Met1 routing:
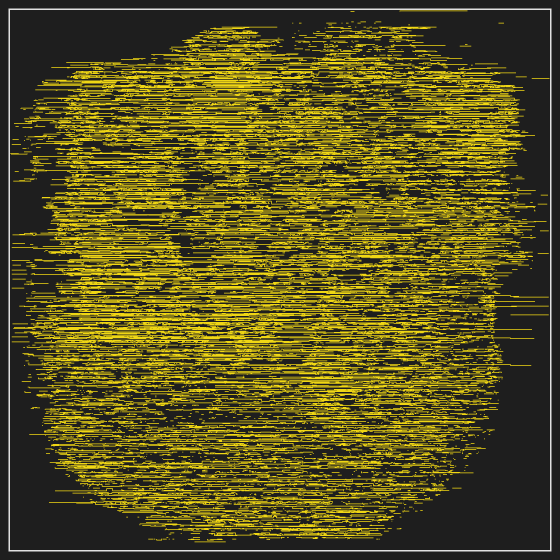
Placement by cell class:
Fill, decap, tap and diode cells in grey.
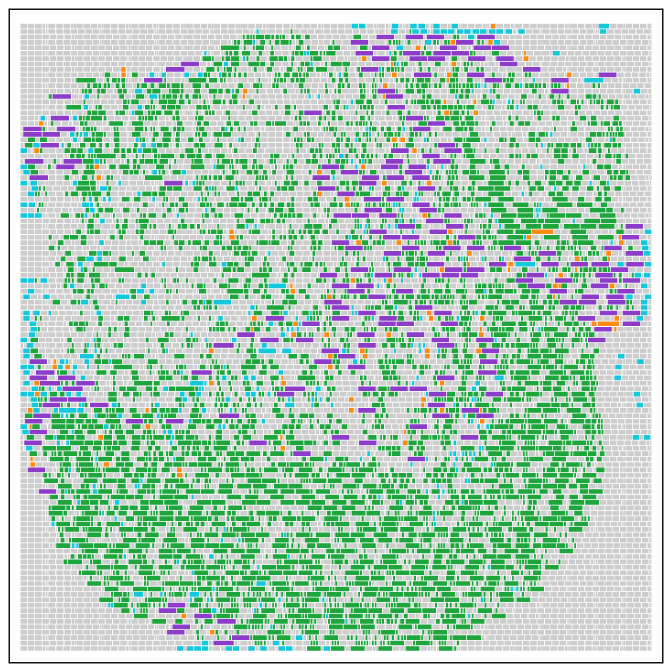
Met3 routing:
Scale bar: 100 µm.
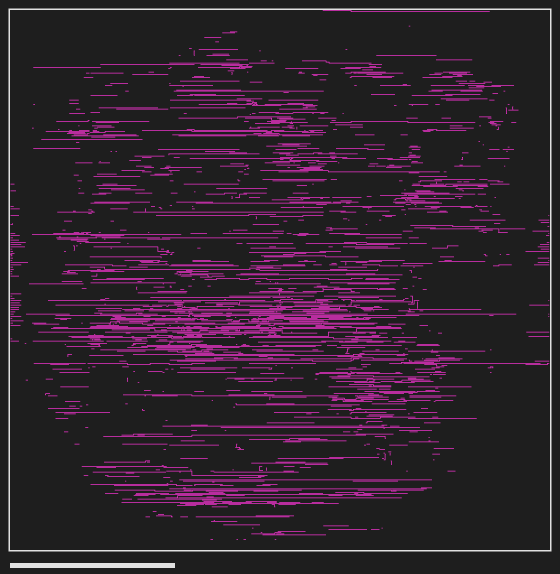
The clock network:
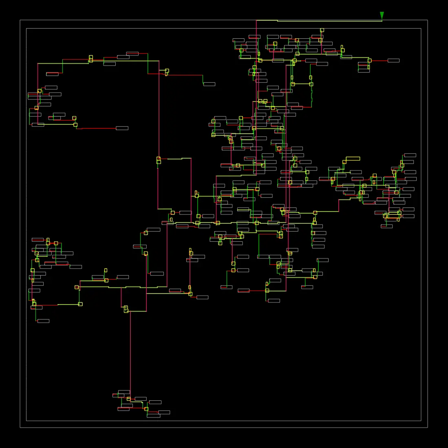
File: src/rtl/fpu_seq.sv
// fpu_seq: multi-cycle add/sub/mul/div floating-point unit.
// Accepts one operation at a time through a valid/ready handshake, computes
// it over UNPACK/EXEC/NORM, and holds the result until the consumer takes it.
// All rounding is toward zero; subnormal inputs are read as signed zero.
module fpu_seq #(
   parameter int EXP_W = 8,
   parameter int MAN_W = 23
) (
   input  logic                 clk,
   input  logic                 rst_n,
   input  logic                 in_valid,
   output logic                 in_ready,
   input  logic [EXP_W+MAN_W:0] rs1,
   input  logic [EXP_W+MAN_W:0] rs2,
   input  logic [2:0]           funct3,
   output logic                 out_valid,
   input  logic                 out_ready,
   output logic [EXP_W+MAN_W:0] result,
   output logic [3:0]           flags
);

   localparam int FW   = 1 + EXP_W + MAN_W;
   localparam int MW   = MAN_W + 1;
   localparam int AW   = MAN_W + 4;
   localparam int NW   = 2 * MAN_W + 2;
   localparam int LW   = $clog2(NW) + 1;
   localparam int XW   = EXP_W + LW + 2;
   localparam int SHW  = $clog2(2 * AW) + 1;
   localparam int CW   = $clog2(MAN_W + 2);
   localparam int BIAS = (1 << (EXP_W - 1)) - 1;

   localparam logic [2:0] OP_ADD = 3'b000;
   localparam logic [2:0] OP_SUB = 3'b001;
   localparam logic [2:0] OP_MUL = 3'b010;
   localparam logic [2:0] OP_DIV = 3'b011;

   localparam logic [EXP_W-1:0]      EXP_ONES  = '1;
   localparam logic [MAN_W-1:0]      FRAC_ZERO = '0;
   localparam logic [FW-1:0]         CANON_NAN = {1'b0, {EXP_W{1'b1}}, 1'b1, {(MAN_W-1){1'b0}}};
   localparam logic signed [XW-1:0]  BIAS_X    = XW'(BIAS);
   localparam logic signed [XW-1:0]  EXP_MAX_X = XW'((1 << EXP_W) - 1);
   localparam logic signed [XW-1:0]  REF_X     = XW'(NW - 2);
   localparam logic signed [XW-1:0]  ONE_X     = XW'(1);
   localparam logic [CW-1:0]         DIV_LAST  = CW'(MAN_W + 1);
   localparam logic [SHW-1:0]        SH_CLAMP  = SHW'(AW + 1);

   typedef enum logic [2:0] {
      IDLE   = 3'd0,
      UNPACK = 3'd1,
      EXEC   = 3'd2,
      NORM   = 3'd3,
      DONE   = 3'd4
   } state_t;

   state_t                r_state;
   logic [FW-1:0]         r_a;
   logic [FW-1:0]         r_b;
   logic [2:0]            r_op;
   logic [FW-1:0]         r_result;
   logic [3:0]            r_flags;
   logic                  r_outValid;
   logic                  r_sign;
   logic signed [XW-1:0]  r_exp;
   logic [NW-1:0]         r_norm;
   logic [MW:0]           r_rem;
   logic [MAN_W+1:0]      r_quot;
   logic [CW-1:0]         r_cnt;

   // Operand fields and classification, read from the captured operands
   logic                  w_sA, w_sB, w_sBe, w_isAddSub;
   logic [EXP_W-1:0]      w_eA, w_eB;
   logic [MAN_W-1:0]      w_fA, w_fB;
   logic [MW-1:0]         w_mA, w_mB;
   logic                  w_zeroA, w_zeroB, w_infA, w_infB, w_nanA, w_nanB, w_snanA, w_snanB;
   logic signed [XW-1:0]  w_eAx, w_eBx;

   assign w_sA       = r_a[FW-1];
   assign w_sB       = r_b[FW-1];
   assign w_eA       = r_a[FW-2 -: EXP_W];
   assign w_eB       = r_b[FW-2 -: EXP_W];
   assign w_fA       = r_a[MAN_W-1:0];
   assign w_fB       = r_b[MAN_W-1:0];
   assign w_mA       = {1'b1, w_fA};
   assign w_mB       = {1'b1, w_fB};
   assign w_sBe      = w_sB ^ (r_op == OP_SUB);
   assign w_isAddSub = (r_op == OP_ADD) || (r_op == OP_SUB);
   assign w_zeroA    = (w_eA == '0);
   assign w_zeroB    = (w_eB == '0);
   assign w_infA     = (w_eA == EXP_ONES) && (w_fA == '0);
   assign w_infB     = (w_eB == EXP_ONES) && (w_fB == '0);
   assign w_nanA     = (w_eA == EXP_ONES) && (w_fA != '0);
   assign w_nanB     = (w_eB == EXP_ONES) && (w_fB != '0);
   assign w_snanA    = w_nanA && !w_fA[MAN_W-1];
   assign w_snanB    = w_nanB && !w_fB[MAN_W-1];
   assign w_eAx      = {{(XW-EXP_W){1'b0}}, w_eA};
   assign w_eBx      = {{(XW-EXP_W){1'b0}}, w_eB};

   logic                  w_special;
   logic [FW-1:0]         w_specRes;
   logic [3:0]            w_specFlags;

   // Decide whether the operation bypasses the datapath, and its fixed result
   always_comb begin
      w_special   = 1'b1;
      w_specRes   = CANON_NAN;
      w_specFlags = 4'b0000;
      if (r_op[2]) begin
         w_specFlags = 4'b1000;
      end else if (w_nanA || w_nanB) begin
         w_specFlags = {(w_snanA || w_snanB), 3'b000};
      end else if (w_isAddSub) begin
         if (w_infA && w_infB) begin
            if (w_sA != w_sBe) w_specFlags = 4'b1000;
            else               w_specRes   = {w_sA, EXP_ONES, FRAC_ZERO};
         end else if (w_infA) begin
            w_specRes = {w_sA, EXP_ONES, FRAC_ZERO};
         end else if (w_infB) begin
            w_specRes = {w_sBe, EXP_ONES, FRAC_ZERO};
         end else if (w_zeroA && w_zeroB) begin
            w_specRes = {(w_sA & w_sBe), {(FW-1){1'b0}}};
         end else if (w_zeroA) begin
            w_specRes = {w_sBe, r_b[FW-2:0]};
         end else if (w_zeroB) begin
            w_specRes = r_a;
         end else begin
            w_special = 1'b0;
         end
      end else if (r_op == OP_MUL) begin
         if ((w_zeroA && w_infB) || (w_infA && w_zeroB)) begin
            w_specFlags = 4'b1000;
         end else if (w_infA || w_infB) begin
            w_specRes = {(w_sA ^ w_sB), EXP_ONES, FRAC_ZERO};
         end else if (w_zeroA || w_zeroB) begin
            w_specRes = {(w_sA ^ w_sB), {(FW-1){1'b0}}};
         end else begin
            w_special = 1'b0;
         end
      end else begin
         if ((w_zeroA && w_zeroB) || (w_infA && w_infB)) begin
            w_specFlags = 4'b1000;
         end else if (w_infA) begin
            w_specRes = {(w_sA ^ w_sB), EXP_ONES, FRAC_ZERO};
         end else if (w_zeroB) begin
            w_specRes   = {(w_sA ^ w_sB), EXP_ONES, FRAC_ZERO};
            w_specFlags = 4'b0100;
         end else if (w_infB || w_zeroA) begin
            w_specRes = {(w_sA ^ w_sB), {(FW-1){1'b0}}};
         end else begin
            w_special = 1'b0;
         end
      end
   end

   logic                  w_aGeB, w_sBig;
   logic [EXP_W-1:0]      w_eBig, w_eSml, w_expDiff;
   logic [MW-1:0]         w_mBig, w_mSml;
   logic [SHW-1:0]        w_shAmt;
   logic [2*AW-1:0]       w_alignWide;
   logic [AW-1:0]         w_alignSml, w_bigExt;
   logic [AW:0]           w_sum;

   // Add/sub: order by magnitude, align the smaller with guard/round/sticky, then add or subtract
   always_comb begin
      w_aGeB    = (r_a[FW-2:0] >= r_b[FW-2:0]);
      w_eBig    = w_aGeB ? w_eA : w_eB;
      w_eSml    = w_aGeB ? w_eB : w_eA;
      w_mBig    = w_aGeB ? w_mA : w_mB;
      w_mSml    = w_aGeB ? w_mB : w_mA;
      w_sBig    = w_aGeB ? w_sA : w_sBe;
      w_expDiff = w_eBig - w_eSml;
      if (32'(w_expDiff) > AW) w_shAmt = SH_CLAMP;
      else                     w_shAmt = SHW'(w_expDiff);
      w_alignWide = {w_mSml, 3'b000, {AW{1'b0}}} >> w_shAmt;
      w_alignSml  = w_alignWide[2*AW-1:AW] | {{(AW-1){1'b0}}, (|w_alignWide[AW-1:0])};
      w_bigExt    = {w_mBig, 3'b000};
      if (w_sA == w_sBe) w_sum = {1'b0, w_bigExt} + {1'b0, w_alignSml};
      else               w_sum = {1'b0, w_bigExt} - {1'b0, w_alignSml};
   end

   logic [NW-1:0]         w_prod;
   logic [MW+1:0]         w_remSub;
   logic                  w_qBit;
   logic [MW:0]           w_remKeep, w_remNext;
   logic [MAN_W+1:0]      w_quotNext;

   // Multiplier product and one restoring-division step
   always_comb begin
      w_prod     = NW'(w_mA) * NW'(w_mB);
      w_remSub   = {1'b0, r_rem} - {2'b00, w_mB};
      w_qBit     = ~w_remSub[MW+1];
      w_remKeep  = w_qBit ? w_remSub[MW:0] : r_rem;
      w_remNext  = w_remKeep << 1;
      w_quotNext = {r_quot[MAN_W:0], w_qBit};
   end

   logic [LW-1:0]         w_lead;
   logic signed [XW-1:0]  w_leadX, w_expRes;
   logic [NW-1:0]         w_normShift;
   logic [MAN_W-1:0]      w_frac;
   logic                  w_normZero;

   // Normalise: find the leading one, shift it to the top and adjust the exponent
   always_comb begin
      w_lead = '0;
      for (int i = 0; i < NW; i++) begin
         if (r_norm[i]) w_lead = LW'(i);
      end
      w_leadX     = {{(XW-LW){1'b0}}, w_lead};
      w_expRes    = r_exp + w_leadX - REF_X;
      w_normShift = r_norm << (LW'(NW - 1) - w_lead);
      w_frac      = w_normShift[NW-2 -: MAN_W];
      w_normZero  = (r_norm == '0);
   end

   // Control FSM with registered result, flags and out_valid
   always_ff @(posedge clk or negedge rst_n) begin
      if (!rst_n) begin
         r_state    <= IDLE;
         r_a        <= '0;
         r_b        <= '0;
         r_op       <= '0;
         r_result   <= '0;
         r_flags    <= '0;
         r_outValid <= 1'b0;
         r_sign     <= 1'b0;
         r_exp      <= '0;
         r_norm     <= '0;
         r_rem      <= '0;
         r_quot     <= '0;
         r_cnt      <= '0;
      end else begin
         case (r_state)
            IDLE: begin
               if (in_valid) begin
                  r_a     <= rs1;
                  r_b     <= rs2;
                  r_op    <= funct3;
                  r_flags <= 4'b0000;
                  r_state <= UNPACK;
               end
            end
            UNPACK: begin
               if (w_special) begin
                  r_result   <= w_specRes;
                  r_flags    <= w_specFlags;
                  r_outValid <= 1'b1;
                  r_state    <= DONE;
               end else begin
                  r_rem   <= {1'b0, w_mA};
                  r_quot  <= '0;
                  r_cnt   <= '0;
                  r_state <= EXEC;
               end
            end
            EXEC: begin
               if (r_op == OP_DIV) begin
                  r_rem  <= w_remNext;
                  r_quot <= w_quotNext;
                  r_cnt  <= r_cnt + 1'b1;
                  if (r_cnt == DIV_LAST) begin
                     r_norm  <= {1'b0, w_quotNext, {(NW-MAN_W-3){1'b0}}};
                     r_exp   <= w_eAx - w_eBx + BIAS_X;
                     r_sign  <= w_sA ^ w_sB;
                     r_state <= NORM;
                  end
               end else if (r_op == OP_MUL) begin
                  r_norm  <= w_prod;
                  r_exp   <= w_eAx + w_eBx - BIAS_X;
                  r_sign  <= w_sA ^ w_sB;
                  r_state <= NORM;
               end else begin
                  r_norm  <= {w_sum, {(NW-AW-1){1'b0}}};
                  r_exp   <= {{(XW-EXP_W){1'b0}}, w_eBig};
                  r_sign  <= w_sBig;
                  r_state <= NORM;
               end
            end
            NORM: begin
               r_outValid <= 1'b1;
               r_state    <= DONE;
               if (w_normZero) begin
                  r_result <= '0;
               end else if (w_expRes >= EXP_MAX_X) begin
                  r_result <= {r_sign, {(EXP_W-1){1'b1}}, 1'b0, {MAN_W{1'b1}}};
                  r_flags  <= 4'b0010;
               end else if (w_expRes < ONE_X) begin
                  r_result <= {r_sign, {(FW-1){1'b0}}};
                  r_flags  <= 4'b0001;
               end else begin
                  r_result <= {r_sign, w_expRes[EXP_W-1:0], w_frac};
               end
            end
            DONE: begin
               if (out_ready) begin
                  r_outValid <= 1'b0;
                  r_state    <= IDLE;
               end
            end
            default: begin
               r_outValid <= 1'b0;
               r_state    <= IDLE;
            end
         endcase
      end
   end

   assign in_ready  = (r_state == IDLE);
   assign out_valid = r_outValid;
   assign result    = r_result;
   assign flags     = r_flags;

endmodule
File: config.mk
export PLATFORM = sky130hd
export DESIGN_NAME = fpu_seq
export DESIGN_NICKNAME = d
export VERILOG_FILES = /design/src/rtl/fpu_seq.sv
export SDC_FILE = /design/constraint.sdc
export NUM_CORES = 2
export LEC_CHECK = 0
export CORE_MARGIN = 5
export CORE_UTILIZATION = 40
export CTS_BUF_LIST = sky130_fd_sc_hd__clkbuf_4
export CTS_CLUSTER_SIZE = 24
export DETAILED_ROUTE_END_ITERATION = 10
export GPL_TIMING_DRIVEN = 0
export MAX_ROUTING_LAYER = met4
export PLACE_DENSITY = 0.64
export SLEW_MARGIN = 5
export SYNTH_ARGS = -nofsm -noshare
export SYNTH_HDL_FRONTEND = slang
export SYNTH_SLANG_ARGS = --single-unit
File: constraint.sdc
create_clock -name clk -period 10.4 [get_ports clk]
set_input_delay 1.04 -clock clk [delete_from_list [all_inputs] [get_ports clk]]
set_output_delay 1.04 -clock clk [all_outputs]
set_load 0.01 [all_outputs]
==> results.ini <==
[die]
io_pins = 109
initial_core_util_pct = 40.32

[layout]
mostFrequentLayoutCells = nand2_1 (722), inv_1 (657), fa_1 (486)
clock_area_share_pct = 1.914
comb_cells = 3695
layout-drive-gt1-share_pct = 9.576
antenna_cells = 24
sh_comb_area_pct = 69.44

[worst_hold_path]
hp-start = result[28]

[setup_path]
crit_cells = 30
r2r_cells = 30
cp_slowest_cell = clkdlybuf4s15_1
cpMostUsedCell = fa_1
cp_num_buf_inv = 6
crit_end = r_norm[47]

[outcome]
outcome = finished clean

[detailed_routing]
drc = 0
routed.top_layer = met4

[clock_tree]
post-cts-setup-buffer-count = 56
cts_root_buffer = clkbuf_4

[timing]
setup_tns_ns = 0
hold_slack_ns = 0.4876

[grt]
grt_use_met2_pct = 52.08
grt-busiest-layer = met2
antenna_found_initial = 25

[placed_design]
placed_area_um2 = 43150

[synthesis]
largest_area_cell = fa_1
top_cell = nand2_1
edf_count = 0
common_cells = nand2_1 (725), inv_1 (687), fa_1 (487)
top_logic_kind = adder cells
synth-main-ff-cell = dfrtp_1
postSynthSeqShare_pct = 13.63

## Picture notes: 'met1 routing'
wire length on this layer: 74.7 mm
main direction: horizontal
longest straight run: 87.4 µm
share of all routed wire: 40%

## Picture notes: 'placement by cell class'
[purple] registers | cells: 220 | share of their area: 13%
[green] remaining logic cells | cells: 4,388 | share of their area: 78%
[orange] clock drivers and dummy loads | cells: 123 | share of their area: 2.0%
[cyan] remaining buffers and delay cells | cells: 480 | share of their area: 7.1%
Util after Layout: 45.57%
number of placement rows: 116
final instance area: 45,630 µm²

## Picture notes: 'met3 routing'
main direction: horizontal
wire length on this layer: 20.1 mm
nets with wire on the layer: 789
share of all routed wire: 11%
longest straight run: 156 µm
met3 GRT Util: 8.430%
vias: 39,780

## Picture notes: 'the clock network'
Worst-Skew Late Latency: 0.93 ns
flop count: 220

